[src/rtl/fetch_redirect_unit_if.sv]
// rtl/fetch_redirect_unit_if.sv - fetch, resolution and redirect signal bundle for fetch_redirect_unit
interface fetch_redirect_unit_if #(
  parameter int WORD_SIZE = 16
);
  logic                 stall;
  logic                 is_control;
  logic [WORD_SIZE-1:0] prediction;
  logic                 jump_resolved;
  logic [WORD_SIZE-1:0] jump_pc;
  logic [WORD_SIZE-1:0] jump_target;
  logic                 branch_resolved;
  logic [WORD_SIZE-1:0] branch_pc;
  logic [WORD_SIZE-1:0] branch_target;
  logic                 branch_taken;
  logic [WORD_SIZE-1:0] pc;
  logic                 flush;
  logic                 flush_ex;
  logic                 queue_full_stall;
  logic                 order_error;
  logic [15:0]          mispredict_count;

  modport master (
    output stall, is_control, prediction,
    output jump_resolved, jump_pc, jump_target,
    output branch_resolved, branch_pc, branch_target, branch_taken,
    input  pc, flush, flush_ex, queue_full_stall, order_error, mispredict_count
  );

  modport slave (
    input  stall, is_control, prediction,
    input  jump_resolved, jump_pc, jump_target,
    input  branch_resolved, branch_pc, branch_target, branch_taken,
    output pc, flush, flush_ex, queue_full_stall, order_error, mispredict_count
  );
endinterface

[src/rtl/fetch_redirect_unit.sv]
// rtl/fetch_redirect_unit.sv - fetch PC sequencer with an in-flight prediction queue checked
// against ID jump and EX branch resolutions; mispredictions redirect fetch and flush.
module fetch_redirect_unit #(
  parameter int WORD_SIZE = 16,
  parameter int QDEPTH    = 4
) (
  input logic             clk,
  input logic             reset,
  fetch_redirect_unit_if.slave bus
);
  localparam int PW = $clog2(QDEPTH);
  localparam int CW = PW + 1;

  logic [WORD_SIZE-1:0] q_pc   [QDEPTH];
  logic [WORD_SIZE-1:0] q_pred [QDEPTH];
  logic [PW-1:0]        rd_ptr;
  logic [PW-1:0]        wr_ptr;
  logic [CW-1:0]        count;

  logic [WORD_SIZE-1:0] pc_r;
  logic                 flush_r;
  logic                 flush_ex_r;
  logic                 order_error_r;
  logic [15:0]          mispredict_count_r;

  logic [WORD_SIZE-1:0] br_actual;
  logic                 br_hit;
  logic                 br_mis;
  logic [PW-1:0]        jump_idx;
  logic                 jump_live;
  logic                 j_hit;
  logic                 j_mis;
  logic                 order_fault;
  logic                 redirect;
  logic [CW-1:0]        pop_n;
  logic                 full_stall;
  logic                 advance;
  logic                 push;

  always_comb begin
    br_actual = bus.branch_taken ? bus.branch_target
                                 : bus.branch_pc + {{(WORD_SIZE-1){1'b0}}, 1'b1};
    br_hit    = bus.branch_resolved && (count != '0) && (q_pc[rd_ptr] == bus.branch_pc);
    br_mis    = br_hit && (br_actual != q_pred[rd_ptr]);
    // The jump is the entry just behind whatever the branch consumed this cycle.
    jump_idx  = rd_ptr + PW'(br_hit);
    jump_live = bus.jump_resolved && !br_mis;
    j_hit     = jump_live && (count > CW'(br_hit)) && (q_pc[jump_idx] == bus.jump_pc);
    j_mis     = j_hit && (bus.jump_target != q_pred[jump_idx]);

    order_fault = (bus.branch_resolved && !br_hit) || (jump_live && !j_hit);
    redirect    = br_mis || j_mis;
    pop_n       = CW'(br_hit) + CW'(j_hit);

    full_stall  = bus.is_control && (count == CW'(QDEPTH)) && (pop_n == '0);
    advance     = !redirect && !bus.stall && !full_stall;
    push        = advance && bus.is_control;
  end

  always_ff @(posedge clk or posedge reset) begin
    if (reset) begin
      pc_r               <= '0;
      rd_ptr             <= '0;
      wr_ptr             <= '0;
      count              <= '0;
      flush_r            <= 1'b0;
      flush_ex_r         <= 1'b0;
      order_error_r      <= 1'b0;
      mispredict_count_r <= '0;
    end else begin
      flush_r    <= redirect;
      flush_ex_r <= br_mis;
      if (order_fault) begin
        order_error_r <= 1'b1;
      end
      if (redirect) begin
        // Every entry younger than the mispredicted one is wrong-path, so the queue empties.
        pc_r   <= br_mis ? br_actual : bus.jump_target;
        rd_ptr <= '0;
        wr_ptr <= '0;
        count  <= '0;
        if (mispredict_count_r != 16'hFFFF) begin
          mispredict_count_r <= mispredict_count_r + 16'd1;
        end
      end else begin
        rd_ptr <= rd_ptr + PW'(pop_n);
        wr_ptr <= wr_ptr + PW'(push);
        count  <= count - pop_n + CW'(push);
        if (advance) begin
          pc_r <= bus.prediction;
        end
      end
    end
  end

  always_ff @(posedge clk) begin
    if (push) begin
      q_pc[wr_ptr]   <= pc_r;
      q_pred[wr_ptr] <= bus.prediction;
    end
  end

  assign bus.pc               = pc_r;
  assign bus.flush            = flush_r;
  assign bus.flush_ex         = flush_ex_r;
  assign bus.queue_full_stall = full_stall;
  assign bus.order_error      = order_error_r;
  assign bus.mispredict_count = mispredict_count_r;
endmodule

[src/flat_wrapper.sv]
// flat-port wrapper written by rule: the top's interface ports become plain ports
module fetch_redirect_unit_flat 
#(
  parameter int WORD_SIZE = 16,
  parameter int QDEPTH    = 4
)
  (clk, reset, bus_stall, bus_is_control, bus_prediction, bus_jump_resolved, bus_jump_pc, bus_jump_target, bus_branch_resolved, bus_branch_pc, bus_branch_target, bus_branch_taken, bus_pc, bus_flush, bus_flush_ex, bus_queue_full_stall, bus_order_error, bus_mispredict_count);
  fetch_redirect_unit_if #(.WORD_SIZE(WORD_SIZE)) bus_i ();
  input logic clk;
  input logic reset;
  input wire logic [$bits(bus_i.stall)-1:0] bus_stall;
  input wire logic [$bits(bus_i.is_control)-1:0] bus_is_control;
  input wire logic [$bits(bus_i.prediction)-1:0] bus_prediction;
  input wire logic [$bits(bus_i.jump_resolved)-1:0] bus_jump_resolved;
  input wire logic [$bits(bus_i.jump_pc)-1:0] bus_jump_pc;
  input wire logic [$bits(bus_i.jump_target)-1:0] bus_jump_target;
  input wire logic [$bits(bus_i.branch_resolved)-1:0] bus_branch_resolved;
  input wire logic [$bits(bus_i.branch_pc)-1:0] bus_branch_pc;
  input wire logic [$bits(bus_i.branch_target)-1:0] bus_branch_target;
  input wire logic [$bits(bus_i.branch_taken)-1:0] bus_branch_taken;
  output wire logic [$bits(bus_i.pc)-1:0] bus_pc;
  output wire logic [$bits(bus_i.flush)-1:0] bus_flush;
  output wire logic [$bits(bus_i.flush_ex)-1:0] bus_flush_ex;
  output wire logic [$bits(bus_i.queue_full_stall)-1:0] bus_queue_full_stall;
  output wire logic [$bits(bus_i.order_error)-1:0] bus_order_error;
  output wire logic [$bits(bus_i.mispredict_count)-1:0] bus_mispredict_count;
  assign bus_i.stall = bus_stall;
  assign bus_i.is_control = bus_is_control;
  assign bus_i.prediction = bus_prediction;
  assign bus_i.jump_resolved = bus_jump_resolved;
  assign bus_i.jump_pc = bus_jump_pc;
  assign bus_i.jump_target = bus_jump_target;
  assign bus_i.branch_resolved = bus_branch_resolved;
  assign bus_i.branch_pc = bus_branch_pc;
  assign bus_i.branch_target = bus_branch_target;
  assign bus_i.branch_taken = bus_branch_taken;
  assign bus_pc = bus_i.pc;
  assign bus_flush = bus_i.flush;
  assign bus_flush_ex = bus_i.flush_ex;
  assign bus_queue_full_stall = bus_i.queue_full_stall;
  assign bus_order_error = bus_i.order_error;
  assign bus_mispredict_count = bus_i.mispredict_count;
  fetch_redirect_unit #(.WORD_SIZE(WORD_SIZE), .QDEPTH(QDEPTH)) u_core (.clk(clk), .reset(reset), .bus(bus_i));
endmodule
[config.mk]
export PLATFORM = sky130hd
export DESIGN_NAME = fetch_redirect_unit_flat
export DESIGN_NICKNAME = d
export VERILOG_FILES = /design/src/rtl/fetch_redirect_unit_if.sv /design/src/rtl/fetch_redirect_unit.sv /design/src/flat_wrapper.sv
export SDC_FILE = /design/constraint.sdc
export NUM_CORES = 1
export LEC_CHECK = 0
export CORE_ASPECT_RATIO = 1.2
export CORE_UTILIZATION = 50
export DETAILED_ROUTE_END_ITERATION = 8
export GPL_TIMING_DRIVEN = 0
export PLACE_DENSITY = 0.82
export SLEW_MARGIN = 0
export SYNTH_ARGS = -nofsm -noshare
export SYNTH_HDL_FRONTEND = slang
export SYNTH_SLANG_ARGS = --single-unit
[constraint.sdc]
create_clock -name clk -period 7.64 [get_ports clk]
set_input_delay 1.528 -clock clk [delete_from_list [all_inputs] [get_ports clk]]
set_output_delay 1.528 -clock clk [all_outputs]
set_load 0.1 [all_outputs]
==> flow_summary_export.csv <==
group,metric,value,unit
status,status,"finished clean",
global_routing,met2_usage,0.476,
pwr,power.share.clock,0.317,
pwr,p_clk,0.823,mW
sta,post-route-min-period,7520,ps
critical_path,r2r_slack,560,ps
min_path,min_from,"u_core.bus.order_error",
critical_path,path_depth,19,
cells_and_area,buffers,156,
placed_design,dpl-instance-area,0.0106,sq mm
min_path,holdPathEnd,"u_core.bus.order_error",
global_routing,grtUsageTotal,0.286,
cells_and_area,comb_area_share,0.349,
pwr,power_frac_seq,0.467,
clocking,tritoncts,"done",
route,wl_met3,1790,microns
sta,maxSlewViolCount,0,
min_path,holdCritPathClass,"flop to flop",
cells_and_area,syn_to_final_growth,25.9,%
synth,ys_sh_simple,0.0906,
critical_path,crit_required,6110,ps
route,routed.top_layer,"met4",
critical_path,critPathTopFamily,"simple AND/OR/NAND/NOR gates",
critical_path,crit_slowest_cell,"clkdlybuf4s50_1",
sta,skew,7.60,ps
die,taps,220,
route,dr.pass1.iters,6,
job,maxCapViolCount,0,
sta,tightestPinTransition,1010,ps
route,antenna_left,0,
sta,worst_slack,121,ps
cells_and_area,seq_area,0.00489,sq mm
placed_design,dp_cells,939,
critical_path,r2r_end,"u_core.count[2]",
cells_and_area,n_antenna_cell,0,
placed_design,hpwl,18000,microns
placed_design,routabilityCongestion,0.936,
die,die_x,124,microns
placed_design,portBuffers,118,
cells_and_area,clk_share,0.0492,
clocking,postCtsHoldBufs,0,
sta,fmax,0.133,GHz
cells_and_area,layout_top_cells,"edfxtp_1, clkdlybuf4s50_1, mux4_2, xnor2_1, dfrtp_1",
pwr,powerDensity,231,mW/mm^2
sta,finalClockPeriodUsage,0.984,
cells_and_area,sh_seq_area,0.435,
synth,adder_share,0.0176,
pwr,power.combinational.fraction,0.216,
global_routing,antenna_found_initial,0,
global_routing,top_usage_layer,"met2",
sta,hold_slack,497,ps
route,drt_iter0_drc,572,
synth,top_area_frac,0.430,
pwr,pg_comb,0.562,mW
critical_path,path_max_fanout,10,
placed_design,pre_cts_slack,-1690,ps
cells_and_area,combGateArea,0.00392,sq mm
synth,synth_cell_types,51,
pwr,p_leak,3.90,nW
synth,synth-edff-count,128,
clocking,clk_pin_slew,70,ps
cells_and_area,clock_buffers,19,
synth,xor_area_frac,0.0951,
global_routing,grt_start_max_net_pins,33,
clocking,cts_sinks,170,
route,m1WireLength,9080,microns
sta,finalHoldViolCount,0,
job,tool_warnings,28,
route,via_per_inst,6.30,
cells_and_area,largest_class,"registers",
global_routing,grt_pass1_wl,37500,microns
global_routing,grt_pass1_vias,6433,
route,drc_errors,0,
synth,netlist_instances,594,
synth,ys_area,0.00893,sq mm
cells_and_area,logic_gate_count,377,
synth,ff_type,"edfxtp_1",
synth,yosys-stat-cells,594,
pwr,power_switching,0.804,mW
clocking,cts_buffers,17,
critical_path,path_cells,"clkdlybuf4s50_1 > xnor2_2 > o311ai_1 > nor3_2 > nand4_2 > inv_1 > ha_2 > xor2_4 > buf_6 > mux4_2 > xnor2_1 > nand4_1 > nor2_1 > nand3_1 > or2_2 > ha_1 > nand3_1 > nor3_2 > buf_4",
cells_and_area,flop-count,170,
pwr,peakVddDrop,150,uV
clocking,cts.path.max_buffers,2,
route,post_drt_wl_per_cell,25.4,microns
clocking,cts-root-buf,"clkbuf_16",
sta,final.setup.tns,0,ps
route,wl_met2,12700,microns
critical_path,reg2reg_from,"u_core.rd_ptr[1]",
synth,async_reset_ff_frac,0.247,
critical_path,slowest_delay,510,ps
critical_path,r2r_cells,28,
critical_path,critPathCapture,"bus_queue_full_stall",
synth,ys_top_cells_by_count,"edfxtp_1, mux4_2, xnor2_1",
clocking,cts_setup_buffers,1,
synth,netlist_area,0.00893,sq mm
min_path,whs_path_depth,1,
clocking,clkLatencyLatePin,430,ps
sta,slew_headroom,0.324,
cells_and_area,reg.largest.list,"u_core.q_pc: 64 flops, u_core.q_pred: 64 flops",
sta,rsz0062_at_grt,"no",
synth,syn-num-nets,693,
critical_path,crit_type,"primary input to primary output",
critical_path,cp-startpoint,"bus_branch_pc[14]",
critical_path,path_buffers,4,
die,num_io_pins,123,
pwr,power-top-group,"registers",
route,wirelength,24600,microns
cells_and_area,num-nonclk-inverters,15,
critical_path,cp-end-kind,"primary output",
synth,yosysWarnings,0,
die,initCoreUtil,0.510,
route,via_count,6110,
critical_path,start_kind,"primary input",
cells_and_area,design_area,0.0113,sq mm
global_routing,overflow,0,
synth,aoi_share,0.0349,
global_routing,grt_util_met3,0.0529,
synth,topCombFamilyByArea,"multiplexers",
cells_and_area,fin_nets,836,
clocking,htree_levels,4,
sta,setup_viol,0,
The metal 3 layer:
Bar = 20 microns.
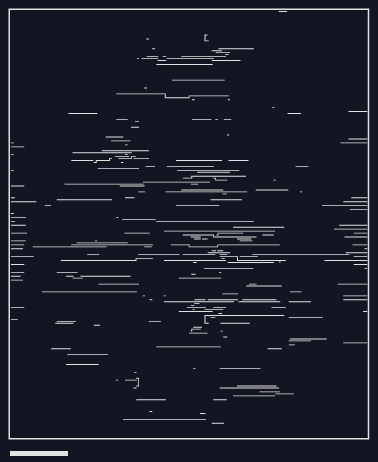
148 nets have wire on it. The layer holds 7.3% of the routed length. The longest straight run is 38.2 microns.

Placed cells, one colour a class:
Fill, decap, tap and diode cells in grey.
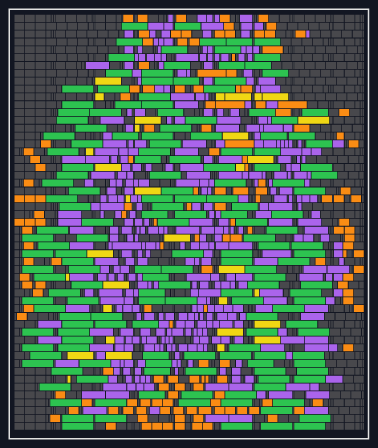
Key: other buffers and delay cells = orange [cells 156, share of their area 14%]; clock drivers and dummy loads = yellow [cells 32, share of their area 5.0%]; combinational and other logic = purple [cells 392, share of their area 36%]; flops = green [cells 170, share of their area 45%]

Wires at chosen ports, followed through buffers:
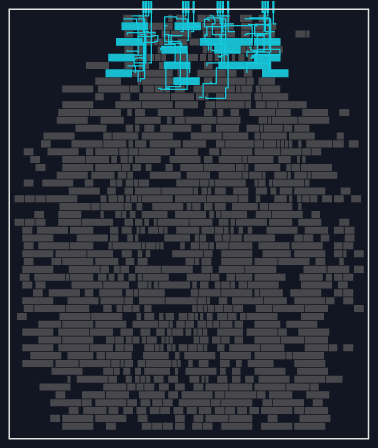
Key: `bus_mispredict_count` = cyan [bits 16, direction output, edge top, end cells 16, buffers 16, wire 722 microns]

Placement view:
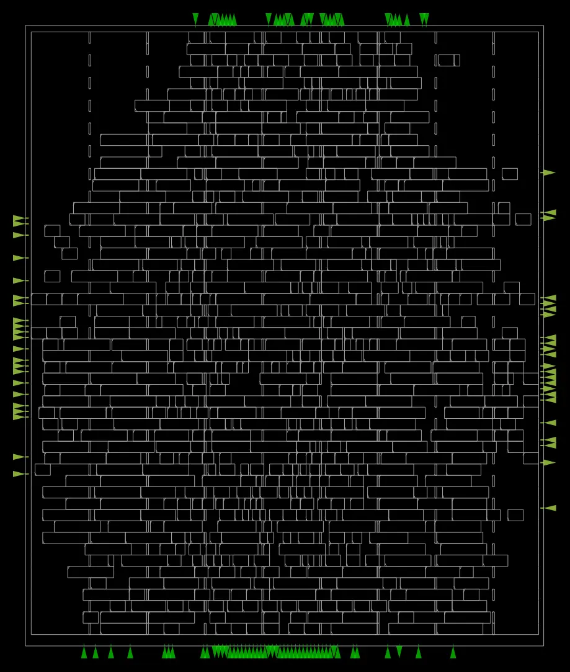
Std-Cell Core Area: 0.0175 sq mm
fin cells: 970
filler instances: 1259
Row Count: 53

Power figures rest on the tool's default switching activity, not on a simulated workload.
